===== src/rtl/game_pkg.sv =====
// Shared types for the player action arbiter: directions, action kinds,
// arbiter states and the action payload.
package game_pkg;

    localparam int unsigned DIR_W  = 2;
    localparam int unsigned MOVE_W = 4;

    typedef enum logic [DIR_W-1:0] {
        DIR_LEFT  = 2'd0,
        DIR_UP    = 2'd1,
        DIR_DOWN  = 2'd2,
        DIR_RIGHT = 2'd3
    } dir_e;

    typedef enum logic {
        ACT_MOVE = 1'b0,
        ACT_BOMB = 1'b1
    } act_kind_e;

    typedef enum logic {
        ARB_IDLE  = 1'b0,
        ARB_OFFER = 1'b1
    } arb_state_e;

    typedef struct packed {
        logic      player;
        act_kind_e kind;
        dir_e      dir;
    } action_t;

    // Lowest set bit wins: left > up > down > right.
    function automatic dir_e first_dir(input logic [MOVE_W-1:0] move);
        dir_e d;
        if (move[0])      d = DIR_LEFT;
        else if (move[1]) d = DIR_UP;
        else if (move[2]) d = DIR_DOWN;
        else              d = DIR_RIGHT;
        return d;
    endfunction

endpackage


===== src/rtl/player_action_arbiter_if.sv =====
// Board-update action port: valid/ready handshake carrying one game action.
interface player_action_arbiter_if;
    import game_pkg::*;

    logic      act_valid;
    logic      act_ready;
    logic      act_player;
    act_kind_e act_kind;
    dir_e      act_dir;

    modport master (
        output act_valid,
        output act_player,
        output act_kind,
        output act_dir,
        input  act_ready
    );

    modport slave (
        input  act_valid,
        input  act_player,
        input  act_kind,
        input  act_dir,
        output act_ready
    );
endinterface


===== src/rtl/player_req_gen.sv =====
// Per-player request generator: bomb edge detect + sticky pending flag,
// move cooldown and direction encode. Optional BOMB_LIMIT_EN live-bomb cap.
module player_req_gen
    import game_pkg::*;
#(
    parameter int unsigned MOVE_PERIOD = 8,
    parameter int unsigned CD_W        = 4
`ifdef BOMB_LIMIT_EN
    ,
    parameter int unsigned MAX_BOMBS   = 3
`endif
) (
    input  logic              clk,
    input  logic              reset,
    input  logic              enable,
    input  logic              frame_tick,
    input  logic [MOVE_W-1:0] move,
    input  logic              bomb,
`ifdef BOMB_LIMIT_EN
    input  logic              bomb_done,
`endif
    input  logic              grant,
    input  act_kind_e         grant_kind,
    output logic              req,
    output act_kind_e         req_kind,
    output dir_e              req_dir
);

    logic            bomb_q;
    logic            bomb_pend;
    logic [CD_W-1:0] cooldown;
    logic            bomb_req;
    logic            move_req;
    logic            grant_bomb;
    logic            grant_move;

    assign grant_bomb = grant && (grant_kind == ACT_BOMB);
    assign grant_move = grant && (grant_kind == ACT_MOVE);

    // Edge detect always tracks the key so a bomb held across enable does not fire.
    always_ff @(posedge clk) begin
        if (reset) begin
            bomb_q    <= 1'b0;
            bomb_pend <= 1'b0;
            cooldown  <= '0;
        end else begin
            bomb_q <= bomb;
            if (!enable) begin
                bomb_pend <= 1'b0;
                cooldown  <= '0;
            end else begin
                if (bomb && !bomb_q)
                    bomb_pend <= 1'b1;
                else if (grant_bomb)
                    bomb_pend <= 1'b0;

                if (grant_move)
                    cooldown <= CD_W'(MOVE_PERIOD);
                else if (frame_tick && (cooldown != '0))
                    cooldown <= cooldown - CD_W'(1);
            end
        end
    end

`ifdef BOMB_LIMIT_EN
    localparam int unsigned BC_W = $clog2(MAX_BOMBS + 1);

    logic [BC_W-1:0] live_bombs;

    // Grant and explosion in the same cycle cancel out.
    always_ff @(posedge clk) begin
        if (reset || !enable) begin
            live_bombs <= '0;
        end else if (grant_bomb && !bomb_done) begin
            live_bombs <= live_bombs + BC_W'(1);
        end else if (bomb_done && !grant_bomb && (live_bombs != '0)) begin
            live_bombs <= live_bombs - BC_W'(1);
        end
    end

    assign bomb_req = bomb_pend && (live_bombs != BC_W'(MAX_BOMBS));
`else
    assign bomb_req = bomb_pend;
`endif

    assign move_req = (|move) && (cooldown == '0);
    assign req      = bomb_req || move_req;
    assign req_kind = bomb_req ? ACT_BOMB : ACT_MOVE;
    assign req_dir  = bomb_req ? DIR_LEFT : first_dir(move);

endmodule


===== src/rtl/player_action_arbiter.sv =====
// Round-robin arbiter turning two players' held controls into rate-limited
// board actions on one valid/ready port. Optional: BOMB_LIMIT_EN.
module player_action_arbiter
    import game_pkg::*;
#(
    parameter int unsigned MOVE_PERIOD = 8,
    parameter int unsigned CD_W        = 4
`ifdef BOMB_LIMIT_EN
    ,
    parameter int unsigned MAX_BOMBS   = 3
`endif
) (
    input  logic                    clk,
    input  logic                    reset,
    input  logic                    enable,
    input  logic                    frame_tick,
    input  logic [MOVE_W-1:0]       p1_move,
    input  logic [MOVE_W-1:0]       p2_move,
    input  logic                    p1_bomb,
    input  logic                    p2_bomb,
`ifdef BOMB_LIMIT_EN
    input  logic                    p1_bomb_done,
    input  logic                    p2_bomb_done,
`endif
    player_action_arbiter_if.master act
);

    arb_state_e state;
    arb_state_e state_d;
    action_t    act_q;
    action_t    act_d;
    logic       rr_q;
    logic       rr_d;
    logic       grant_fire;
    logic       win;
    logic [1:0] req;
    act_kind_e  req_kind [2];
    dir_e       req_dir  [2];

    player_req_gen #(
        .MOVE_PERIOD (MOVE_PERIOD),
        .CD_W        (CD_W)
`ifdef BOMB_LIMIT_EN
        ,
        .MAX_BOMBS   (MAX_BOMBS)
`endif
    ) u_p1 (
        .clk        (clk),
        .reset      (reset),
        .enable     (enable),
        .frame_tick (frame_tick),
        .move       (p1_move),
        .bomb       (p1_bomb),
`ifdef BOMB_LIMIT_EN
        .bomb_done  (p1_bomb_done),
`endif
        .grant      (grant_fire && !act_q.player),
        .grant_kind (act_q.kind),
        .req        (req[0]),
        .req_kind   (req_kind[0]),
        .req_dir    (req_dir[0])
    );

    player_req_gen #(
        .MOVE_PERIOD (MOVE_PERIOD),
        .CD_W        (CD_W)
`ifdef BOMB_LIMIT_EN
        ,
        .MAX_BOMBS   (MAX_BOMBS)
`endif
    ) u_p2 (
        .clk        (clk),
        .reset      (reset),
        .enable     (enable),
        .frame_tick (frame_tick),
        .move       (p2_move),
        .bomb       (p2_bomb),
`ifdef BOMB_LIMIT_EN
        .bomb_done  (p2_bomb_done),
`endif
        .grant      (grant_fire && act_q.player),
        .grant_kind (act_q.kind),
        .req        (req[1]),
        .req_kind   (req_kind[1]),
        .req_dir    (req_dir[1])
    );

    // State register.
    always_ff @(posedge clk) begin
        if (reset) state <= ARB_IDLE;
        else       state <= state_d;
    end

    // Next state: enable low aborts any offer.
    always_comb begin
        state_d = state;
        case (state)
            ARB_IDLE:  if (enable && (|req)) state_d = ARB_OFFER;
            ARB_OFFER: if (!enable || act.act_ready) state_d = ARB_IDLE;
            default:   state_d = ARB_IDLE;
        endcase
    end

    // Outputs: winner snapshot in IDLE, grant and RR flip on handshake.
    always_comb begin
        act_d      = act_q;
        rr_d       = rr_q;
        grant_fire = 1'b0;
        win        = (req[0] && req[1]) ? rr_q : req[1];
        case (state)
            ARB_IDLE: begin
                if (enable && (|req))
                    act_d = '{player: win, kind: req_kind[win], dir: req_dir[win]};
            end
            ARB_OFFER: begin
                if (enable && act.act_ready) begin
                    grant_fire = 1'b1;
                    rr_d       = ~act_q.player;
                end
            end
            default: ;
        endcase
    end

    always_ff @(posedge clk) begin
        if (reset) begin
            act_q <= '0;
            rr_q  <= 1'b0;
        end else begin
            act_q <= act_d;
            rr_q  <= rr_d;
        end
    end

    assign act.act_valid  = (state == ARB_OFFER);
    assign act.act_player = act_q.player;
    assign act.act_kind   = act_q.kind;
    assign act.act_dir    = act_q.dir;

endmodule


===== src/flat_wrapper.sv =====
// flat-port wrapper written by rule: the top's interface ports become plain ports
module player_action_arbiter_flat import game_pkg::*;
#(
    parameter int unsigned MOVE_PERIOD = 8,
    parameter int unsigned CD_W        = 4

)
  (clk, reset, enable, frame_tick, p1_move, p2_move, p1_bomb, p2_bomb, act_act_valid, act_act_player, act_act_kind, act_act_dir, act_act_ready);
  player_action_arbiter_if act_i ();
  input  logic clk;
  input  logic reset;
  input  logic enable;
  input  logic frame_tick;
  input  logic [MOVE_W-1:0] p1_move;
  input  logic [MOVE_W-1:0] p2_move;
  input  logic p1_bomb;
  input  logic p2_bomb;
  output wire logic [$bits(act_i.act_valid)-1:0] act_act_valid;
  output wire logic [$bits(act_i.act_player)-1:0] act_act_player;
  output wire logic [$bits(act_i.act_kind)-1:0] act_act_kind;
  output wire logic [$bits(act_i.act_dir)-1:0] act_act_dir;
  input wire logic [$bits(act_i.act_ready)-1:0] act_act_ready;
  assign act_act_valid = act_i.act_valid;
  assign act_act_player = act_i.act_player;
  assign act_act_kind = act_i.act_kind;
  assign act_act_dir = act_i.act_dir;
  assign act_i.act_ready = act_act_ready;
  player_action_arbiter #(.MOVE_PERIOD(MOVE_PERIOD), .CD_W(CD_W)) u_core (.clk(clk), .reset(reset), .enable(enable), .frame_tick(frame_tick), .p1_move(p1_move), .p2_move(p2_move), .p1_bomb(p1_bomb), .p2_bomb(p2_bomb), .act(act_i));
endmodule

===== config.mk =====
export PLATFORM = sky130hd
export DESIGN_NAME = player_action_arbiter_flat
export DESIGN_NICKNAME = d
export VERILOG_FILES = /design/src/rtl/game_pkg.sv /design/src/rtl/player_action_arbiter_if.sv /design/src/rtl/player_req_gen.sv /design/src/rtl/player_action_arbiter.sv /design/src/flat_wrapper.sv
export SDC_FILE = /design/constraint.sdc
export NUM_CORES = 1
export LEC_CHECK = 0
export ABC_AREA = 1
export CAP_MARGIN = 20
export CORE_MARGIN = 3
export CORE_UTILIZATION = 53
export CTS_BUF_LIST = sky130_fd_sc_hd__clkbuf_4
export DETAILED_ROUTE_END_ITERATION = 10
export HOLD_SLACK_MARGIN = 0.06
export PLACE_DENSITY = 0.81
export SKIP_CTS_REPAIR_TIMING = 1
export SLEW_MARGIN = 20
export SYNTH_ARGS = -nofsm -noshare
export SYNTH_HDL_FRONTEND = slang
export SYNTH_SLANG_ARGS = --single-unit

===== constraint.sdc =====
create_clock -name clk -period 1.8 [get_ports clk]
set_clock_uncertainty 0.1 [all_clocks]
set_input_delay 0.18 -clock clk [delete_from_list [all_inputs] [get_ports clk]]
set_output_delay 0.18 -clock clk [all_outputs]
set_load 0.03 [all_outputs]

### PDN straps and rails, run 1

The bar under the picture is 20 µm long. Pins as bars on the die edge.
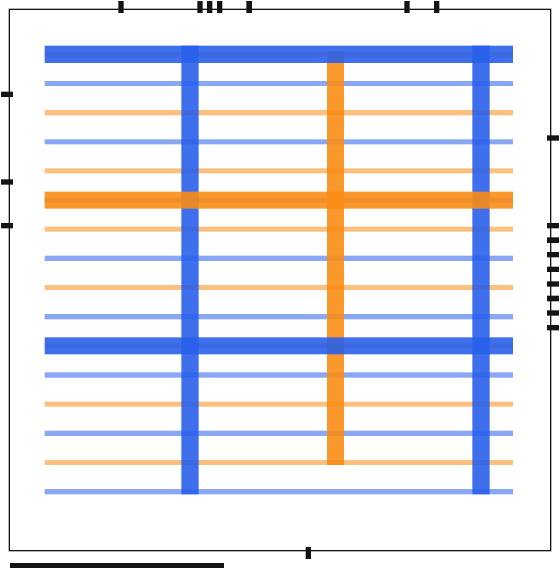
| colour | net |
|---|---|
| blue | VSS |
| orange | VDD |
signal pins: 20
met1 rails: 16
met4 straps: 3

### Placed cells, one colour a class, run 1

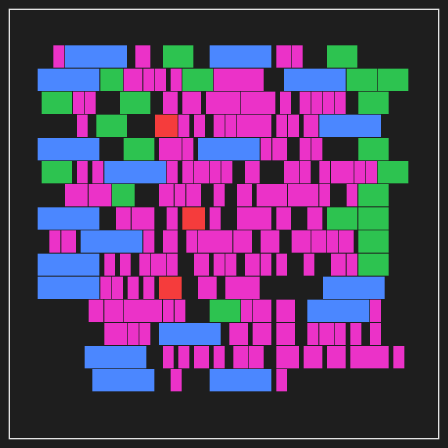
| colour | class | cells | share of their area |
|---|---|---|---|
| green | remaining buffers and delay cells | 21 | 16% |
| red | clock-net drivers | 3 | 1.8% |
| blue | sequential cells | 18 | 28% |
| magenta | remaining logic cells | 132 | 54% |

==> deck_impl_summary.md, run 1 <==
Implementation Results

Status
  – Outcome: finished clean

Min path
  – Cells on Worst Hold Path: 3
  – Hold endpoint: u_core.u_p2.bomb_q
  – Hold Startpoint: p2_bomb
  – Worst Hold Class: input port to flip-flop

Cells and area
  – Post-layout util: 72.8%
  – Non-clock buffers: 21
  – Flop share of the area: between 20 and 30%
  – Comb area share: a little over two fifths
  – Most frequent logic cell in the layout: nand2_1
  – N_diodes: 0

CTS
  – Clk root buf: clkbuf_4
  – Insertion Delay late pin: slightly below 0.3 ns

Final timing
  – Slew at the pin with the worst max-slew slack: roughly 0.31 ns
  – Unrepaired setup endpoints after global routing: false
  – Max Clk Rate: about 0.6 GHz
  – Post-Route Setup TNS: 0 ns

Logic synthesis
  – EDFF count, synth: 0
  – YS warnings: 0

Setup path
  – Reg2Reg Setup Slack: between 0.2 and 0.3 ns
  – Reg-to-reg endpoint: u_core.act.act_dir[0]
  – Setup crit end: act_act_valid
  – Bufs and invs on worst path: 1
  – Crit path DRT: ~1.5 ns
  – Crit Path Max Fanout: 4
  – CP max stage cell: clkdlybuf4s50_1
  – Critical path's top delay family: buffers and inverters

Placed design
  – Port bufs: 19
  – Post-DP HPWL: ~1800 µm

Pwr
  – Clk pwr: 197 µW
  – Peak VDD IR: 0.490 mV
  – Flip-flop and latch power: between 400 and 500 µW

Floorplan
  – Placement row count: 15
  – CORE AREA: between 1500 and 2000 µm²
  – I/O pin cnt: 20

Detailed routing
  – Vias per std cell: 4.90
  – Initial DRC Count: 18
  – Met2 WL: between 900 and 1000 µm

Run
  – Max-Cap Viols: 0

Global route
  – Initial antenna violation count: 0
  – Pin count of the biggest net entering global routing: 10
### Routed clock nets over the placement, run 1

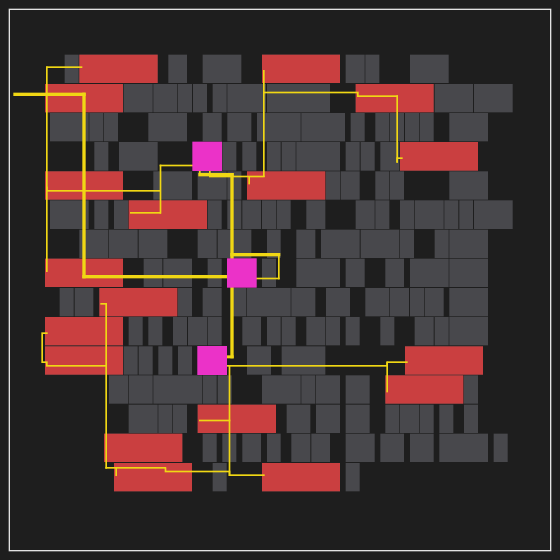
[magenta] clock-net drivers | count: 3
[red] flip-flops | count: 18
[yellow] clock wires | length: 233 µm
flops lie: all over the die

-- run 1: stage by stage --
stage	hold WS [ns]	instances	setup WS [ns]	power, µW	cell area [µm²]
2_1_floorplan	0.205	151	0.426	529	1040
3_3_place_gp	0.350	196	0.261	596	1270
3_5_place_dp	0.367	196	0.190	600	1270
4_1_cts	0.321	199	0.131	795	1300
5_1_grt	0.337	199	0.0813	829	1300
6_report	0.319	199	0.140	788	1300
-- run 1: flip-flops by register name (all words and copies together), names as in the netlist --
signal	count
u_core.act.act_dir	2
u_core.act.act_kind	1
u_core.act.act_player	1
u_core.act.act_valid	1
u_core.rr_q	1
u_core.u_p1.bomb_pend	1
u_core.u_p1.bomb_q	1
u_core.u_p1.cooldown	4
u_core.u_p2.bomb_pend	1
u_core.u_p2.bomb_q	1
u_core.u_p2.cooldown	4
==> run 2: changes to the inputs <==
--- a/config.mk
+++ b/config.mk
@@ -14,7 +14,6 @@
 export HOLD_SLACK_MARGIN = 0.06
 export PLACE_DENSITY = 0.81
 export SKIP_CTS_REPAIR_TIMING = 1
-export SLEW_MARGIN = 20
 export SYNTH_ARGS = -nofsm -noshare
 export SYNTH_HDL_FRONTEND = slang
 export SYNTH_SLANG_ARGS = --single-unit
### Routed clock nets over the placement, run 2

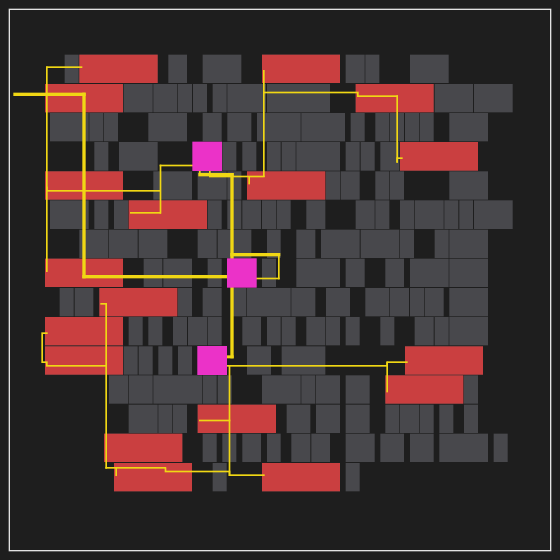
[red] flip-flops | count: 18
[yellow] clock wires | length: 233 µm
[magenta] clock-net drivers | count: 3
flops lie: all over the die

==> run 2 against run 1 <==
Maximum frequency stayed put. Setup slack is the same. Combinational power about the same. Non-clock buffer count is the same. Via count is the same. Register-to-register slack about the same. Flip-flop count is the same. First-iteration DRC count is the same. Sequential share of layout area unchanged. Critical path depth unchanged. Area after synthesis stayed put.
==> deck_impl_summary.md, run 2 <==
Implementation Results

Placed design
  – Pre-CTS setup slack: 0.190 ns (unchanged)
  – Placed inst area: 1270 µm² (unchanged)

Cells and area
  – Post-Layout Cell Count: 199 (unchanged)
  – Most frequent logic cell in the layout: nand2_1 (unchanged)
  – Post-route cell area: 1300 µm² (unchanged)

Pwr
  – Clk pwr: 197 µW (about the same)
  – Flip-flop and latch power: 425 µW (about the same)
  – Tot Pwr: 788 µW (unchanged)
  – Peak VDD IR: 0.490 mV (unchanged)

Setup path
  – CP max stage cell: clkdlybuf4s50_1 (unchanged)
  – Reg-to-reg endpoint: u_core.act.act_dir[0] (unchanged)
  – Critical path's top delay family: buffers and inverters (unchanged)
  – Reg2Reg Setup Slack: 0.29 ns (about the same)

Min path
  – Worst Hold Class: input port to flip-flop (unchanged)
  – Cells on Worst Hold Path: 3 (unchanged)

Run
  – Max-Cap Viols: 0 (unchanged)

Floorplan
  – Placement row count: 15 (unchanged)

Detailed routing
  – Met2 WL: 999 µm (unchanged)
  – Initial DRC Count: 18 (unchanged)
  – Vias per std cell: 4.90 (unchanged)

Global route
  – Pin count of the biggest net entering global routing: 10 (unchanged)

Final timing
  – Final WS setup: 0.140 ns (unchanged)
  – Post-Route Setup TNS: 0 ns (unchanged)
  – Max Clk Rate: 0.602 GHz (unchanged)

Status
  – Outcome: finished clean (unchanged)

CTS
  – Clk root buf: clkbuf_4 (unchanged)
### PDN straps and rails, run 2

The bar under the picture is 20 µm long. Pins as bars on the die edge.
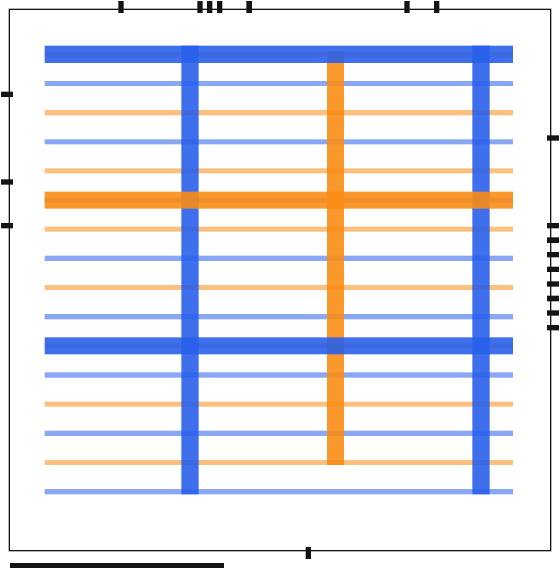
| colour | net |
|---|---|
| blue | VSS |
| orange | VDD |
met1 rails: 16
met4 straps: 3
met5 straps: 3

==> run 2: how the worst max path moves through the flow <==
stage                                     from  slack, ns  depth (start not counted)                       to
after floorplan           u_core.act.act_valid       0.43                          6  u_core.u_p2.cooldown[2]
after global placement              p1_move[1]       0.26                          9    u_core.act.act_dir[0]
after detailed placement            p2_move[2]       0.19                          9    u_core.act.act_dir[0]
after CTS                 u_core.act.act_valid       0.13                          1            act_act_valid
after global routing       u_core.act.act_kind       0.08                          1             act_act_kind
final                     u_core.act.act_valid       0.14                          1            act_act_valid
==> run 2: kinds of logic (layout without fill, tap and decap cells) <==
kind of cell,after synthesis,after routing,share of synthesized area (%)
fa+ha+maj,2,2,2.40
simple gates,79,79,39.0
compound gates,22,22,13.2
buf+inv,30,53,10.9
flops,18,18,34.5
Power figures rest on the tool's default switching activity, not on a simulated workload.
